## config.mk

```make
export PLATFORM = sky130hd
export DESIGN_NAME = udp_pixel_packer_flat
export DESIGN_NICKNAME = d
export VERILOG_FILES = /design/src/rtl/udp_pixel_packer_if.sv /design/src/rtl/udp_pixel_packer.sv /design/src/flat_wrapper.sv
export SDC_FILE = /design/constraint.sdc
export NUM_CORES = 1
export LEC_CHECK = 0
export CAP_MARGIN = 20
export CORE_MARGIN = 1
export CORE_UTILIZATION = 40
export CTS_BUF_LIST = sky130_fd_sc_hd__clkbuf_8
export DETAILED_ROUTE_END_ITERATION = 8
export HOLD_SLACK_MARGIN = 0.12
export MAX_ROUTING_LAYER = met4
export PLACE_DENSITY = 0.68
export REMOVE_ABC_BUFFERS = 1
export SKIP_LAST_GASP = 1
export SYNTH_ARGS = -nofsm -noshare
export SYNTH_HDL_FRONTEND = slang
export SYNTH_SLANG_ARGS = --single-unit
```

## constraint.sdc

```tcl
create_clock -name clk -period 1.99 [get_ports clk]
set_input_delay 0.398 -clock clk [delete_from_list [all_inputs] [get_ports clk]]
set_output_delay 0.398 -clock clk [all_outputs]
set_load 0.03 [all_outputs]
```

## src/rtl/udp_pixel_packer_if.sv

```systemverilog
// Byte-stream input and FIFO write port of udp_pixel_packer.
// The slave modport is the packer; master is whatever drives rx_* and hosts the FIFO.
interface udp_pixel_packer_if;
    logic        rx_valid;
    logic [7:0]  rx_data;
    logic        rx_last;
    logic        fifo_full;
    logic        fifo_almost_full;
    logic        fifo_wr_en;
    logic [31:0] fifo_wr_data;

    modport master (
        output rx_valid, rx_data, rx_last, fifo_full, fifo_almost_full,
        input  fifo_wr_en, fifo_wr_data
    );

    modport slave (
        input  rx_valid, rx_data, rx_last, fifo_full, fifo_almost_full,
        output fifo_wr_en, fifo_wr_data
    );
endinterface

```

## src/rtl/udp_pixel_packer.sv

```systemverilog
// Strips and checks a 4-byte line header from the UDP payload and packs pixel bytes into 32-bit FIFO words.
// Statistics counters pkt_cnt/drop_cnt are built only when UDP_PIXEL_PACKER_STATS_EN is defined.
module udp_pixel_packer #(
    parameter logic [7:0] MAGIC = 8'h5A,
    parameter int         CNT_W = 16
) (
    input  logic             clk,
    input  logic             rst_n,
    udp_pixel_packer_if.slave bus,
    output logic             frame_sync,
    output logic [15:0]      line_num,
    output logic             hdr_err,
    output logic [CNT_W-1:0] pkt_cnt,
    output logic [CNT_W-1:0] drop_cnt,
    output logic [1:0]       state_dbg
);

    // rx_* carries no ready: a byte is consumed on every cycle rx_valid is high, and
    // fifo_wr_en is a one-cycle write strobe with no acknowledge from the FIFO.
    typedef enum logic [1:0] {IDLE = 2'd0, HDR = 2'd1, DATA = 2'd2, DROP = 2'd3} state_t;

    state_t      state, state_n;
    logic [1:0]  hdr_idx, hdr_idx_n;
    logic [1:0]  byte_idx, byte_idx_n;
    logic        sof, sof_n;
    logic [7:0]  line_hi, line_hi_n;
    logic [23:0] asm_q, asm_n;
    logic        wr_en_q, wr_en_n;
    logic [31:0] wr_data_q, wr_data_n;
    logic        frame_sync_n;
    logic [15:0] line_num_n;
    logic        hdr_err_n;
    logic        pkt_inc, drop_inc;
    logic [31:0] word;

    assign bus.fifo_wr_en   = wr_en_q;
    assign bus.fifo_wr_data = wr_data_q;
    assign state_dbg        = state;

    always_comb begin
        state_n      = state;
        hdr_idx_n    = hdr_idx;
        byte_idx_n   = byte_idx;
        sof_n        = sof;
        line_hi_n    = line_hi;
        asm_n        = asm_q;
        wr_en_n      = 1'b0;
        wr_data_n    = wr_data_q;
        frame_sync_n = 1'b0;
        line_num_n   = line_num;
        hdr_err_n    = 1'b0;
        pkt_inc      = 1'b0;
        drop_inc     = 1'b0;
        word         = 32'h0;

        // Bytes already collected sit left-aligned; the current byte fills the next lane.
        case (byte_idx)
            2'd0:    word = {bus.rx_data, 24'h0};
            2'd1:    word = {asm_q[23:16], bus.rx_data, 16'h0};
            2'd2:    word = {asm_q[23:8], bus.rx_data, 8'h0};
            default: word = {asm_q, bus.rx_data};
        endcase

        if (bus.rx_valid) begin
            case (state)
                IDLE: begin
                    if (bus.rx_data != MAGIC || bus.rx_last) begin
                        hdr_err_n = 1'b1;
                        state_n   = bus.rx_last ? IDLE : DROP;
                    end else begin
                        state_n   = HDR;
                        hdr_idx_n = 2'd1;
                    end
                end
                HDR: begin
                    if (hdr_idx == 2'd1) sof_n = bus.rx_data[0];
                    if (hdr_idx == 2'd2) line_hi_n = bus.rx_data;
                    if (hdr_idx != 2'd3) begin
                        if (bus.rx_last) begin
                            hdr_err_n = 1'b1;
                            hdr_idx_n = 2'd0;
                            state_n   = IDLE;
                        end else begin
                            hdr_idx_n = hdr_idx + 2'd1;
                        end
                    end else begin
                        hdr_idx_n  = 2'd0;
                        byte_idx_n = 2'd0;
                        if (bus.fifo_almost_full) begin
                            drop_inc = 1'b1;
                            state_n  = bus.rx_last ? IDLE : DROP;
                        end else begin
                            line_num_n   = {line_hi, bus.rx_data};
                            frame_sync_n = sof;
                            pkt_inc      = 1'b1;
                            state_n      = bus.rx_last ? IDLE : DATA;
                        end
                    end
                end
                DATA: begin
                    if (byte_idx == 2'd3 || bus.rx_last) begin
                        byte_idx_n = 2'd0;
                        if (!bus.fifo_full) begin
                            wr_en_n   = 1'b1;
                            wr_data_n = word;
                            if (bus.rx_last) state_n = IDLE;
                        end else begin
                            drop_inc = 1'b1;
                            state_n  = bus.rx_last ? IDLE : DROP;
                        end
                    end else begin
                        byte_idx_n = byte_idx + 2'd1;
                        asm_n      = word[31:8];
                    end
                end
                default: begin
                    if (bus.rx_last) state_n = IDLE;
                end
            endcase
        end
    end

    always_ff @(posedge clk) begin
        if (!rst_n) begin
            state      <= IDLE;
            hdr_idx    <= 2'd0;
            byte_idx   <= 2'd0;
            sof        <= 1'b0;
            line_hi    <= 8'h0;
            asm_q      <= 24'h0;
            wr_en_q    <= 1'b0;
            wr_data_q  <= 32'h0;
            frame_sync <= 1'b0;
            line_num   <= 16'h0;
            hdr_err    <= 1'b0;
        end else begin
            state      <= state_n;
            hdr_idx    <= hdr_idx_n;
            byte_idx   <= byte_idx_n;
            sof        <= sof_n;
            line_hi    <= line_hi_n;
            asm_q      <= asm_n;
            wr_en_q    <= wr_en_n;
            wr_data_q  <= wr_data_n;
            frame_sync <= frame_sync_n;
            line_num   <= line_num_n;
            hdr_err    <= hdr_err_n;
        end
    end

`ifdef UDP_PIXEL_PACKER_STATS_EN
    always_ff @(posedge clk) begin
        if (!rst_n) begin
            pkt_cnt  <= '0;
            drop_cnt <= '0;
        end else begin
            if (pkt_inc)  pkt_cnt  <= pkt_cnt + CNT_W'(1);
            if (drop_inc) drop_cnt <= drop_cnt + CNT_W'(1);
        end
    end
`else
    logic unused_stats;
    assign unused_stats = pkt_inc | drop_inc;
    assign pkt_cnt      = '0;
    assign drop_cnt     = '0;
`endif

endmodule
```

## src/flat_wrapper.sv

```systemverilog
// flat-port wrapper written by rule: the top's interface ports become plain ports
module udp_pixel_packer_flat 
#(
    parameter logic [7:0] MAGIC = 8'h5A,
    parameter int         CNT_W = 16
)
  (clk, rst_n, frame_sync, line_num, hdr_err, pkt_cnt, drop_cnt, state_dbg, bus_rx_valid, bus_rx_data, bus_rx_last, bus_fifo_full, bus_fifo_almost_full, bus_fifo_wr_en, bus_fifo_wr_data);
  udp_pixel_packer_if bus_i ();
  input  logic clk;
  input  logic rst_n;
  output logic frame_sync;
  output logic [15:0] line_num;
  output logic hdr_err;
  output logic [CNT_W-1:0] pkt_cnt;
  output logic [CNT_W-1:0] drop_cnt;
  output logic [1:0] state_dbg;
  input wire logic [$bits(bus_i.rx_valid)-1:0] bus_rx_valid;
  input wire logic [$bits(bus_i.rx_data)-1:0] bus_rx_data;
  input wire logic [$bits(bus_i.rx_last)-1:0] bus_rx_last;
  input wire logic [$bits(bus_i.fifo_full)-1:0] bus_fifo_full;
  input wire logic [$bits(bus_i.fifo_almost_full)-1:0] bus_fifo_almost_full;
  output wire logic [$bits(bus_i.fifo_wr_en)-1:0] bus_fifo_wr_en;
  output wire logic [$bits(bus_i.fifo_wr_data)-1:0] bus_fifo_wr_data;
  assign bus_i.rx_valid = bus_rx_valid;
  assign bus_i.rx_data = bus_rx_data;
  assign bus_i.rx_last = bus_rx_last;
  assign bus_i.fifo_full = bus_fifo_full;
  assign bus_i.fifo_almost_full = bus_fifo_almost_full;
  assign bus_fifo_wr_en = bus_i.fifo_wr_en;
  assign bus_fifo_wr_data = bus_i.fifo_wr_data;
  udp_pixel_packer #(.MAGIC(MAGIC), .CNT_W(CNT_W)) u_core (.clk(clk), .rst_n(rst_n), .bus(bus_i), .frame_sync(frame_sync), .line_num(line_num), .hdr_err(hdr_err), .pkt_cnt(pkt_cnt), .drop_cnt(drop_cnt), .state_dbg(state_dbg));
endmodule
```

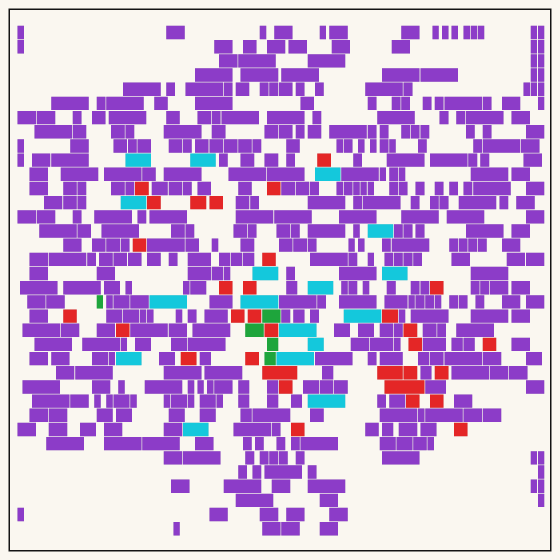
*Cells by drive strength, run 1*
| colour | size | cells | share | most used |
|---|---|---|---|---|
| cyan | drive 6 and up | 17 | 3.2% | clkbuf_8 |
| green | drive 2 | 5 | 0.95% | nor2_2 |
| red | drive 3 to 4 | 32 | 6.1% | buf_4 |
| purple | drive 1 or less | 471 | 90% | dfxtp_1 |

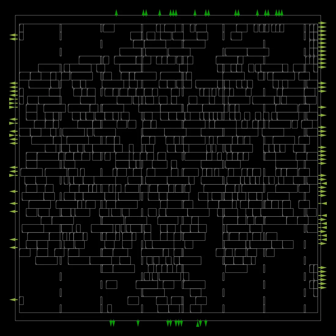
*Cell outlines without signal wires, run 1*
# fillers: 932
core area: 0.009910 mm²
Row Count: 36

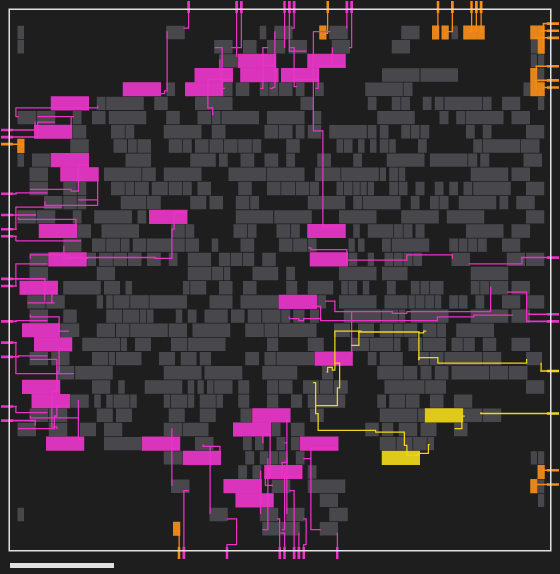
*Wires at chosen ports, followed through buffers, run 1*
Scale bar: 20 µm.
| colour | port | bits | direction | edge | end cells | buffers | wire |
|---|---|---|---|---|---|---|---|
| orange | pkt_cnt | 16 | output | 8 east, 6 north, 1 west, 1 south | 16 | 0 | 53.3 µm |
| yellow | state_dbg | 2 | output | east | 2 | 2 | 133 µm |
| magenta | bus_fifo_wr_data | 32 | output | 13 west, 8 south, 8 north, 3 east | 32 | 32 | 865 µm |

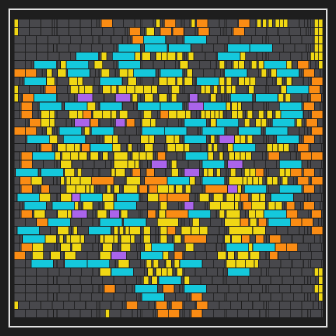
*Placement by cell class, run 1*
Fill, decap, tap and diode cells in grey.
| colour | class | cells |
|---|---|---|
| yellow | all other logic | 323 |
| purple | clock drivers and dummy loads | 16 |
| cyan | flops | 90 |
| orange | other buffers and delay cells | 96 |

==> Slide: Implementation Results, run 1 <==
Implementation Results

Critical path
  – Worst R2R Start: u_core.byte_idx[0]
  – Critical path fanouts, max: 2
  – Critical Path AT: 1430 ps
  – Reg-to-reg slack, setup: 190 ps
  – CP required: 1590 ps
  – CP max stage delay: 690 ps
  – R2R depth: 5
  – CP top delay family: buffers and inverters
  – Type of destination of the critical path: output pin
  – Worst Setup EP: bus_fifo_wr_data[31]
  – Worst path bufs/invs: 1
  – Crit-path cells: clkdlybuf4s50_1
  – Crit path max-delay cell type: clkdlybuf4s50_1
  – Crit path from: u_core.bus.fifo_wr_data[31]
  – Cell depth of the worst setup path: 1

Yosys
  – Yosys top cell by area: dfxtp_1
  – EDFF count, synth: 0
  – Xor+xnor area frac: 0%
  – Main area contributors: dfxtp_1, a21oi_1, buf_4
  – Ys flops: 90
  – Multiplexer share: 0%
  – Post-synth seq share: 43.64%
  – FA/HA/MAJ Cells, Area Fraction: 2.424%
  – Synth async-reset ratio: 0%
  – Cell total in the yosys stat output: 460
  – Yosys aoi share: 30.82%
  – Yosys synthesis chip area: 0.004129 mm²
  – Yosys warns: 0
  – Mean Syn Cell Area: 8.976 µm²
  – Post-synth top flop: dfxtp_1

Placement
  – GPL Wtd Cong: 0.8219
  – DP Wirelength: 7041 µm
  – Buffers on Ports: 66

Finish
  – Layout clock area frac: 3.677%
  – Top Layout Cells: dfxtp_1, a21oi_1, clkdlybuf4s50_1, nand2_1, a211oi_1
  – Commonest Layout Cell: dfxtp_1
  – Nonclk buf count: 96
  – Nets@finish: 542
  – Layout cells sized above 1: 10.29%
  – Comb/total area: 38.29%
  – Fin util: 51.50%
  – Seq. cell area: 0.001802 mm²
  – Number of diodes: 0
  – Layout non-clock buf frac: 18.80%
  – Clk_buf instances: 10
  – Flop share of the area: 35.30%
  – Layout overhead on the synthesized area: 23.61%
  – Logic area: 0.001954 mm²

Final timing
  – Final period util: 91.75%
  – RSZ-0062 raised after global routing: false
  – Slew headroom: 60.03%
  – Worst slew pin tran: 598.3 ps
  – Tmin final: 1826 ps
  – Setup TNS: 0 ps
  – Hold Slack: 441.5 ps
  – Highest Clock Rate: 0.5477 GHz
  – Clock Skews: 7.936 ps
  – Final setup violation count: 0

Hold path
  – Hold path endpoint: u_core.frame_sync
  – Hold depth: 2

Route
  – Antenna-violating nets left: 0
  – Pre-antenna DRT Iters: 4
  – Initial drt markers: 190
  – Final wirelength: 10560 µm
  – Via density per instance: 5.479
  – DRC errors left: 0
  – Vias: 3605

Run status
  – Status: complete, no violations

Clocking
  – Clock sink count: 90
  – Clock Pin Slew Worst Setup and Hold Paths: 90 ps
  – Clock Path Buffers: 2
  – Root buffer cell: clkbuf_8
  – H-tree levels: 3
  – CTS Buf Count: 9
  – Late-Pin Clk Latency: 360 ps
  – Setup bufs post-CTS: 0

Global route
  – Grt ovf: 0
  – Initial antenna violation count: 0
  – Vias in the first global route: 3379
  – Pin count of the biggest net entering global routing: 58

Floorplanning
  – Die ar.: 0.01073 mm²
  – DIE WIDTH: 103.6 µm
  – I/O pins: 99
  – Die H: 103.6 µm
  – Fp util: 41.67%

Pwr
  – Pwr dens: 676.6 mW/mm²
  – VDD IR max: 0.0004002 V
  – Leak: 1.875 nW
  – Design Power: 3.453 mW

Job
  – Max cap viols: 0
## run 1: where the power goes
part	switching (mW)	internal, mW
Sequential	0.0214	1.83
Clock	0.665	0.498
Combinational	0.294	0.144
Total	0.981	2.47
## run 1: per-stage QoR
stage	cells	worst slack, ps	area [µm²]
floorplan	413	-294.5	3790
global placement	642	4.977	4917
detailed placement	642	-4.727	4917
CTS	658	156.5	5104
global route	658	45.56	5104
finish	658	164.2	5104
## run 1: worst min-delay path, cell delays in order (launching register included)
cell     delay, ps
dfxtp_1        320
nand2_1         50
nor3_1          40
## run 1: synthesized netlist by cell type (16+ instances only)
library cell and n:
nand2_1 34, clkbuf_1 22, a22oi_1 17, dfxtp_1 90, o2111ai_1 16, buf_2 19
o211a_1 16, a211oi_1 33, buf_4 35, a21oi_1 67, nand3_1 18, o21ai_0 17
## run 1: logic make-up (layout without fill, tap and decap cells)
logic type,Yosys count,in the layout
flip-flops,90,90
other,1,32
adder cells (fa/ha/maj),8,8
buffers and inverters,87,121
AND/OR/NAND/NOR,87,87
AND-OR/OR-AND,187,187
## run 1: routing by layer
metal / GRT usage (%) / part of all wire (%)
met1: 27.54 / 48
met4: 4.037 / 0.71
met2: 31.54 / 46
met5: - / 0
met3: 4.342 / 5.6
## run 1: state kept, by name, indices dropped and copies added (netlist names)
register                 flops
u_core.asm_q                24
u_core.bus.fifo_wr_en        1
u_core.state_dbg             2
u_core.hdr_err               1
u_core.hdr_idx               2
u_core.line_num             16
u_core.frame_sync            1
u_core.byte_idx              2
u_core.bus.fifo_wr_data     32
u_core.line_hi               8
u_core.sof                   1
## run 1: timing repair
action / CTS / global route
hold buffers: 0 / 0
gates resized: 1 / 0
endpoints found under the setup margin: 1 / 0
### Metal layers overlaid, run 1

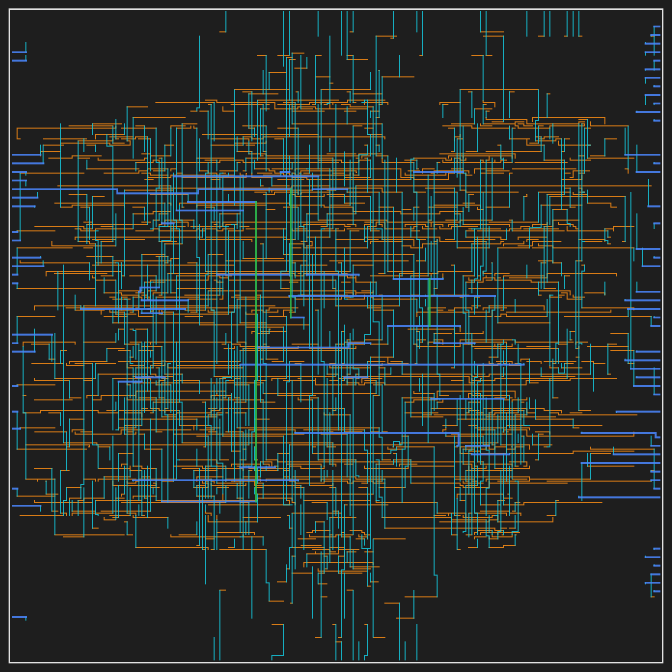

## Run 2: what changed since run 1
Settings changed: PLACE_DENSITY 0.68 to 0.71.
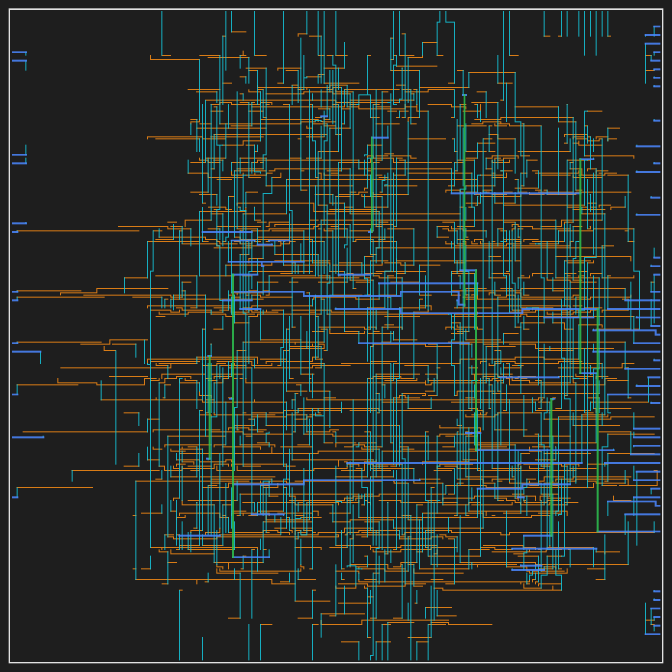
*Metal layers overlaid, run 2*
| colour | layer | wire length |
|---|---|---|
| green | met4 | 229 µm |
| orange | met1 | 4830 µm |
| cyan | met2 | 4700 µm |
| blue | met3 | 551 µm |

==> run 2 against run 1 <==
Hold slack got worse by 2.4 ps; via count barely moved; wire length fell by 2.3%; synthesized cell count did not move; first-iteration DRC count fell by 5.8%; sequential share of layout area rose by 0.061 points; register-to-register slack barely moved; critical path type is now reg -> reg; largest cell class unchanged; largest power group unchanged.
==> Slide: Implementation Results, run 2 <==
Implementation Results

Floorplanning
  – Core area: 0.009910 mm²
  – Die H: 103.6 µm
  – I/O pins: 99
  – Row Count: 36
  – Die ar.: 0.01073 mm²
  – Fp util: 41.67%
  – DIE WIDTH: 103.6 µm

Clocking
  – Setup bufs post-CTS: 0
  – TritonCTS clock tree: done
  – Hold buffer count at cts: 0
  – Clock Pin Slew Worst Setup and Hold Paths: 90 ps
  – Late-Pin Clk Latency: 370 ps
  – Root buffer cell: clkbuf_8
  – Clock sink count: 90
  – Clock Path Buffers: 2
  – CTS Buf Count: 9
  – H-tree levels: 3

Critical path
  – CP required: 2230 ps
  – Critical Path AT: 2050 ps
  – Worst Setup EP: u_core.bus.fifo_wr_data[28]
  – Setup crit start kind: register
  – FF-to-FF End: u_core.bus.fifo_wr_data[28]
  – CP Class: reg -> reg
  – Crit path from: u_core.byte_idx[0]
  – CP max stage delay: 520 ps
  – Critical path fanouts, max: 8
  – Worst R2R Start: u_core.byte_idx[0]
  – Reg-to-reg slack, setup: 180 ps
  – R2R depth: 5
  – Type of destination of the critical path: register
  – Crit-path cells: inv_1, ha_1, or3_1, a22oi_1, a211oi_1
  – Crit path max-delay cell type: or3_1

Global route
  – Vias in the first global route: 3336
  – Initial antenna violation count: 0
  – Grt ovf: 0
  – First-pass GRT wire length: 16750 µm
  – Pin count of the biggest net entering global routing: 58
  – Tot GR Track Use: 19.91%

Job
  – Tool warnings: 31
  – Max cap viols: 0

Route
  – M1 wire length: 4827 µm
  – Vias: 3602
  – Final wirelength: 10310 µm
  – Top Layer Used: met4
  – Antenna-violating nets left: 0
  – Initial drt markers: 179
  – DRC errors left: 0
  – Routed length on met2: 4703 µm
  – Pre-antenna DRT Iters: 5
  – Routed WL per cell: 15.58 µm
  – Metal3 WL: 551 µm
  – Via density per instance: 5.441

Hold path
  – Hold path endpoint: u_core.frame_sync
  – Worst hold path class: reg -> reg
  – Worst Hold Launch: u_core.sof
  – Hold depth: 2

Placement
  – DP Wirelength: 6722 µm
  – Buffers on Ports: 66
  – GPL Wtd Cong: 0.8165
  – Pre-CTS setup slack: 72.61 ps

Finish
  – Top Layout Cells: dfxtp_1, a21oi_1, clkdlybuf4s50_1, nand2_1, a211oi_1
  – Layout overhead on the synthesized area: 23.39%
  – Commonest Layout Cell: dfxtp_1
  – Nets@finish: 546
  – # fillers: 919
  – Max reg flops: 32
  – Layout cells sized above 1: 10.96%
  – Number of diodes: 0

Yosys
  – Cell total in the yosys stat output: 460
  – Mapped Area: 0.004129 mm²
  – Yosys synthesis chip area: 0.004129 mm²
  – Top-area cell share: 43.64%
  – Unique cell types: 44
  – Cells after Synth: 460
  – Mean Syn Cell Area: 8.976 µm²
  – Post-synth top flop: dfxtp_1
  – Post-synth seq share: 43.64%
  – Main area contributors: dfxtp_1, a21oi_1, buf_4
  – Ys flops: 90
  – Synth top cell by count: dfxtp_1
  – EDFF count, synth: 0
  – Synth cell count leaders: dfxtp_1, a21oi_1, buf_4, nand2_1, a211oi_1
  – Synth async-reset ratio: 0%
  – Yosys top cell by area: dfxtp_1
  – Yosys warns: 0

Pwr
  – Pwr dens: 674.2 mW/mm²
  – VDD IR max: 0.0003702 V
  – Leak: 1.893 nW
  – Design Power: 3.435 mW

Run status
  – Status: complete, no violations

Final timing
  – Hold Slack: 439.0 ps
  – Fin worst setup slack: 177.2 ps
  – Clock Skews: 10.66 ps
  – Pins Over Slew Limit: 0
  – Endpoints failing hold: 0
  – Final period util: 91.09%
  – Final setup violation count: 0
  – Tmin final: 1813 ps
  – Highest Clock Rate: 0.5516 GHz
  – RSZ-0062 raised after global routing: false
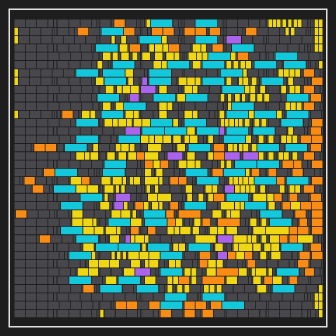
*Placement by cell class, run 2*
Fill, decap, tap and diode cells in grey.
| colour | class | cells |
|---|---|---|
| cyan | flops | 90 |
| orange | other buffers and delay cells | 100 |
| yellow | all other logic | 323 |
| purple | clock drivers and dummy loads | 16 |

-- run 2: cell types whose count changed in the layout (fill, tap and decap cells not counted), sizes merged --
cell / change
buf: +4
inv: +3
clkinvlp: -2
clkbuf: -1
-- run 2: final cells by class --
cell class	count	area (µm²)	area share, %
Multi-Input combinational cell	314	1954	38.36
Clock inverter	7	50.05	0.9823
Sequential cell	90	1802	35.36
Inverter	9	33.78	0.6631
Tap cell	133	166.4	3.266
Timing Repair Buffer	100	964.7	18.93
Clock buffer	9	123.9	2.431
-- run 2: kinds of logic after synthesis --
family | after synthesis | share of synthesized area [%]
adder cells (fa/ha/maj) | 8 | 2.424
buffers and inverters | 87 | 11.85
flip-flops | 90 | 43.64
AND-OR/OR-AND | 187 | 30.82
AND/OR/NAND/NOR | 87 | 11.18
other | 1 | 0.09082
-- run 2: critical path, delay by kind of cell (launching register included) --
kind                       cells  cell delay (ps)
DFF                            1              400
AOI/OAI and AO/OA              2              400
and+or+nand+nor                1              520
adders and majority gates      1              270
buffers and inverters          1               90
-- run 2: report_power, final --
group / internal (mW) / switching, mW
registers: 1.83 / 0.0206
clock network: 0.465 / 0.687
logic: 0.141 / 0.291
total: 2.44 / 0.999
-- run 2: repair_timing --
| item | 4_1_cts | 5_1_grt |
|---|---|---|
| hold endpoints to repair | 0 | 0 |
| setup endpoints to repair | 1 | 0 |
| gates resized | 1 | 0 |
-- run 2: metrics by stage --
stage,instances,setup TNS [ps],utilization [%],area (µm²)
final,662,0,51.41,5095
after global routing,662,0,51.41,5095
after CTS,662,0,51.41,5095
after detailed placement,646,0,49.67,4922
after global placement,646,0,49.67,4922
after floorplan,413,-13320,-,3790
-- run 2: per-layer routing --
metal	up-vias	GRT usage, %
li1	1764	-
met1	1690	25.87
met2	128	30.06
met3	20	4.154
met4	0	8.178
met5	-	-
## Run 3: what changed since run 2
Settings changed: CTS_CLUSTER_SIZE from default to 40.
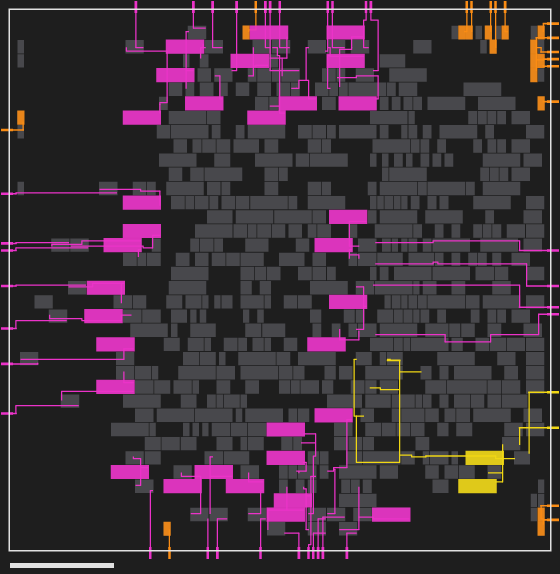
*Wires at chosen ports, followed through buffers, run 3*
Scale bar: 20 µm.
| colour | port | bits | direction | edge | end cells | buffers | wire |
|---|---|---|---|---|---|---|---|
| yellow | state_dbg | 2 | output | east | 2 | 2 | 122 µm |
| orange | pkt_cnt | 16 | output | 8 east, 6 north, 1 west, 1 south | 16 | 0 | 60.4 µm |
| magenta | bus_fifo_wr_data | 32 | output | 11 north, 10 south, 7 west, 4 east | 32 | 32 | 879 µm |

==> run 3 against run 2 <==
Non-clock buffer count did not move; area after synthesis did not move; register-to-register slack is essentially flat; highest routed layer unchanged; clock power barely moved; via count stayed put; clock skew unchanged; sequential share of layout area unchanged; critical endpoint unchanged; cell count stayed put; utilization is the same; largest cell class unchanged; largest power group unchanged; final area did not move; power is the same.
==> Slide: Implementation Results, run 3 <==
Implementation Results

Yosys
  – Post-synth seq share: 43.64%
  – Unique cell types: 44
  – Yosys synthesis chip area: 0.004129 mm²
  – Post-synth top flop: dfxtp_1
  – Cell total in the yosys stat output: 460
  – Cells after Synth: 460
  – Yosys top cell by area: dfxtp_1
  – EDFF count, synth: 0
  – Top-area cell share: 43.64%
  – Mean Syn Cell Area: 8.976 µm²
  – Mapped Area: 0.004129 mm²
  – Synth top cell by count: dfxtp_1
  – Ys flops: 90
  – Yosys warns: 0
  – Synth async-reset ratio: 0%
  – Synth cell count leaders: dfxtp_1, a21oi_1, buf_4, nand2_1, a211oi_1
  – Main area contributors: dfxtp_1, a21oi_1, buf_4

Pwr
  – P_int: 2.437 mW
  – Clock power frac: 33.5%
  – Top Consumer: sequential cells
  – Leak: 1.893 nW
  – Seq. pwr: 1.85 mW
  – Comb. pwr: 0.432 mW
  – Clk power: 1.15 mW
  – P_sw: 0.9986 mW
  – VDD IR max: 0.0003702 V
  – Design Power: 3.435 mW
  – Comb power frac: 12.6%
  – Switching part of the total power: 29.07%
  – Pwr dens: 674.2 mW/mm²
  – Sequential share of power: 53.9%

Final timing
  – Final period util: 91.09%
  – Endpoints failing hold: 0
  – Final setup violation count: 0
  – Pins Over Slew Limit: 0
  – RSZ-0062 raised after global routing: false
  – Clock Skews: 10.66 ps
  – Hold Slack: 439.0 ps
  – Tmin final: 1813 ps
  – Highest Clock Rate: 0.5516 GHz

Floorplanning
  – I/O pins: 99
  – Die H: 103.6 µm
  – Fp util: 41.67%
  – Core area: 0.009910 mm²
  – Row Count: 36
  – DIE WIDTH: 103.6 µm
  – Die ar.: 0.01073 mm²

Critical path
  – Type of destination of the critical path: register
  – Worst R2R Start: u_core.byte_idx[0]
  – Crit path max-delay cell type: or3_1
  – Critical Path AT: 2050 ps
  – FF-to-FF End: u_core.bus.fifo_wr_data[28]
  – CP max stage delay: 520 ps
  – R2R depth: 5
  – Crit-path cells: inv_1, ha_1, or3_1, a22oi_1, a211oi_1
  – Setup crit start kind: register
  – Worst path bufs/invs: 1
  – CP top delay family: simple AND/OR/NAND/NOR gates
  – Critical path fanouts, max: 8
  – CP required: 2230 ps
  – Reg-to-reg slack, setup: 180 ps
  – CP Class: reg -> reg

Global route
  – Vias in the first global route: 3336
  – Met1 usage: 25.87%
  – Grt ovf: 0
  – GRT busiest layer: met2
  – First-pass GRT wire length: 16750 µm
  – Met3 Resource Use GR: 4.154%
  – Tot GR Track Use: 19.91%
  – Pin count of the biggest net entering global routing: 58
  – Initial antenna violation count: 0
  – Met2 usage: 30.06%

Job
  – Tool warnings: 31
  – Max cap viols: 0

Route
  – Metal3 WL: 551 µm
  – DRC errors left: 0
  – Initial drt markers: 179
  – Antenna-violating nets left: 0
  – M1 wire length: 4827 µm
  – Routed WL per cell: 15.58 µm
  – Pre-antenna DRT Iters: 5
  – Top Layer Used: met4
  – Via density per instance: 5.441
  – Routed length on met2: 4703 µm
  – Final wirelength: 10310 µm
  – Vias: 3602

Clocking
  – TritonCTS clock tree: done
  – Root buffer cell: clkbuf_8
  – CTS Buf Count: 9
  – Hold buffer count at cts: 0
  – H-tree levels: 3
  – Clock sink count: 90
  – Clock Path Buffers: 2
  – Clock Pin Slew Worst Setup and Hold Paths: 90 ps
  – Late-Pin Clk Latency: 370 ps

Finish
  – Layout overhead on the synthesized area: 23.39%
  – # fillers: 919
  – Logic area: 0.001954 mm²
  – Seq. cell area: 0.001802 mm²
  – Max reg flops: 32
  – Nets@finish: 546
  – Top Layout Cells: dfxtp_1, a21oi_1, clkdlybuf4s50_1, nand2_1, a211oi_1
  – Number of diodes: 0
  – Layout cells sized above 1: 10.96%
  – Commonest Layout Cell: dfxtp_1

Placement
  – GPL Wtd Cong: 0.8165
  – Buffers on Ports: 66
  – DP Wirelength: 6722 µm

Hold path
  – Hold depth: 2
  – Hold path endpoint: u_core.frame_sync
  – Worst hold path class: reg -> reg
  – Worst Hold Launch: u_core.sof

Run status
  – Status: complete, no violations
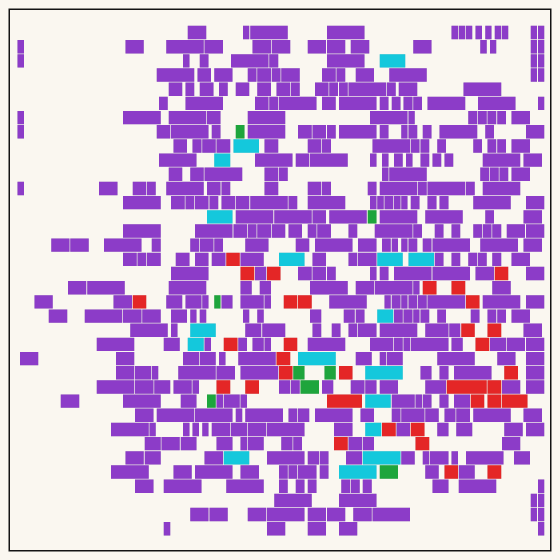
*Cells by drive strength, run 3*
| colour | size | cells | share | most used |
|---|---|---|---|---|
| purple | drive 1 or less | 471 | 89% | dfxtp_1 |
| green | drive 2 | 8 | 1.5% | clkinv_2 |
| cyan | drive 6 and up | 17 | 3.2% | clkbuf_8 |
| red | drive 3 to 4 | 33 | 6.2% | buf_4 |

run 3: cell counts in the layout (fill, tap and decap cells not counted):
No cell type changed its count.
run 3: per-stage QoR:
| stage | std cells | area (µm²) | utilization [%] | worst slack [ps] | TNS (ps) |
|---|---|---|---|---|---|
| finish | 662 | 5095 | 51.41 | 177.2 | 0 |
| global route | 662 | 5095 | 51.41 | 37.24 | 0 |
| CTS | 662 | 5095 | 51.41 | 157.8 | 0 |
| detailed placement | 646 | 4922 | 49.67 | 72.61 | 0 |
| global placement | 646 | 4922 | 49.67 | 104.2 | 0 |
| floorplan | 413 | 3790 | - | -294.5 | -13320 |
run 3: worst max path at each step:
stage,start,endpoint,slack [ps],cells after the start
floorplan,u_core.byte_idx[0],u_core.bus.fifo_wr_data[10],-290,4
global route,u_core.byte_idx[0],u_core.bus.fifo_wr_data[28],40,5
finish,u_core.byte_idx[0],u_core.bus.fifo_wr_data[28],180,5
CTS,u_core.byte_idx[0],u_core.bus.fifo_wr_data[31],160,5
detailed placement,bus_rx_data[7],u_core.state_dbg[1],70,4
global placement,bus_rx_data[7],u_core.state_dbg[1],100,4
run 3: timing repair:
item,4_1_cts,5_1_grt
setup endpoints to repair,1,0
setup buffers,0,0
resized,1,0
run 3: cell families after synthesis:
kind of cell / share of synthesized area (%)
flip-flops: 43.64
AND-OR/OR-AND: 30.82
adder cells (fa/ha/maj): 2.424
buffers and inverters: 11.85
AND/OR/NAND/NOR: 11.18
other: 0.09082
run 3: final cells by class:
cell class | instances | area share [%]
sequential | 90 | 35.36
multi-input combinational | 314 | 38.36
clock inverter | 7 | 0.9823
tap | 133 | 3.266
clock buffer | 9 | 2.431
timing repair buffer | 100 | 18.93
inverter | 9 | 0.6631
Power is estimated from default activity; no workload was simulated.
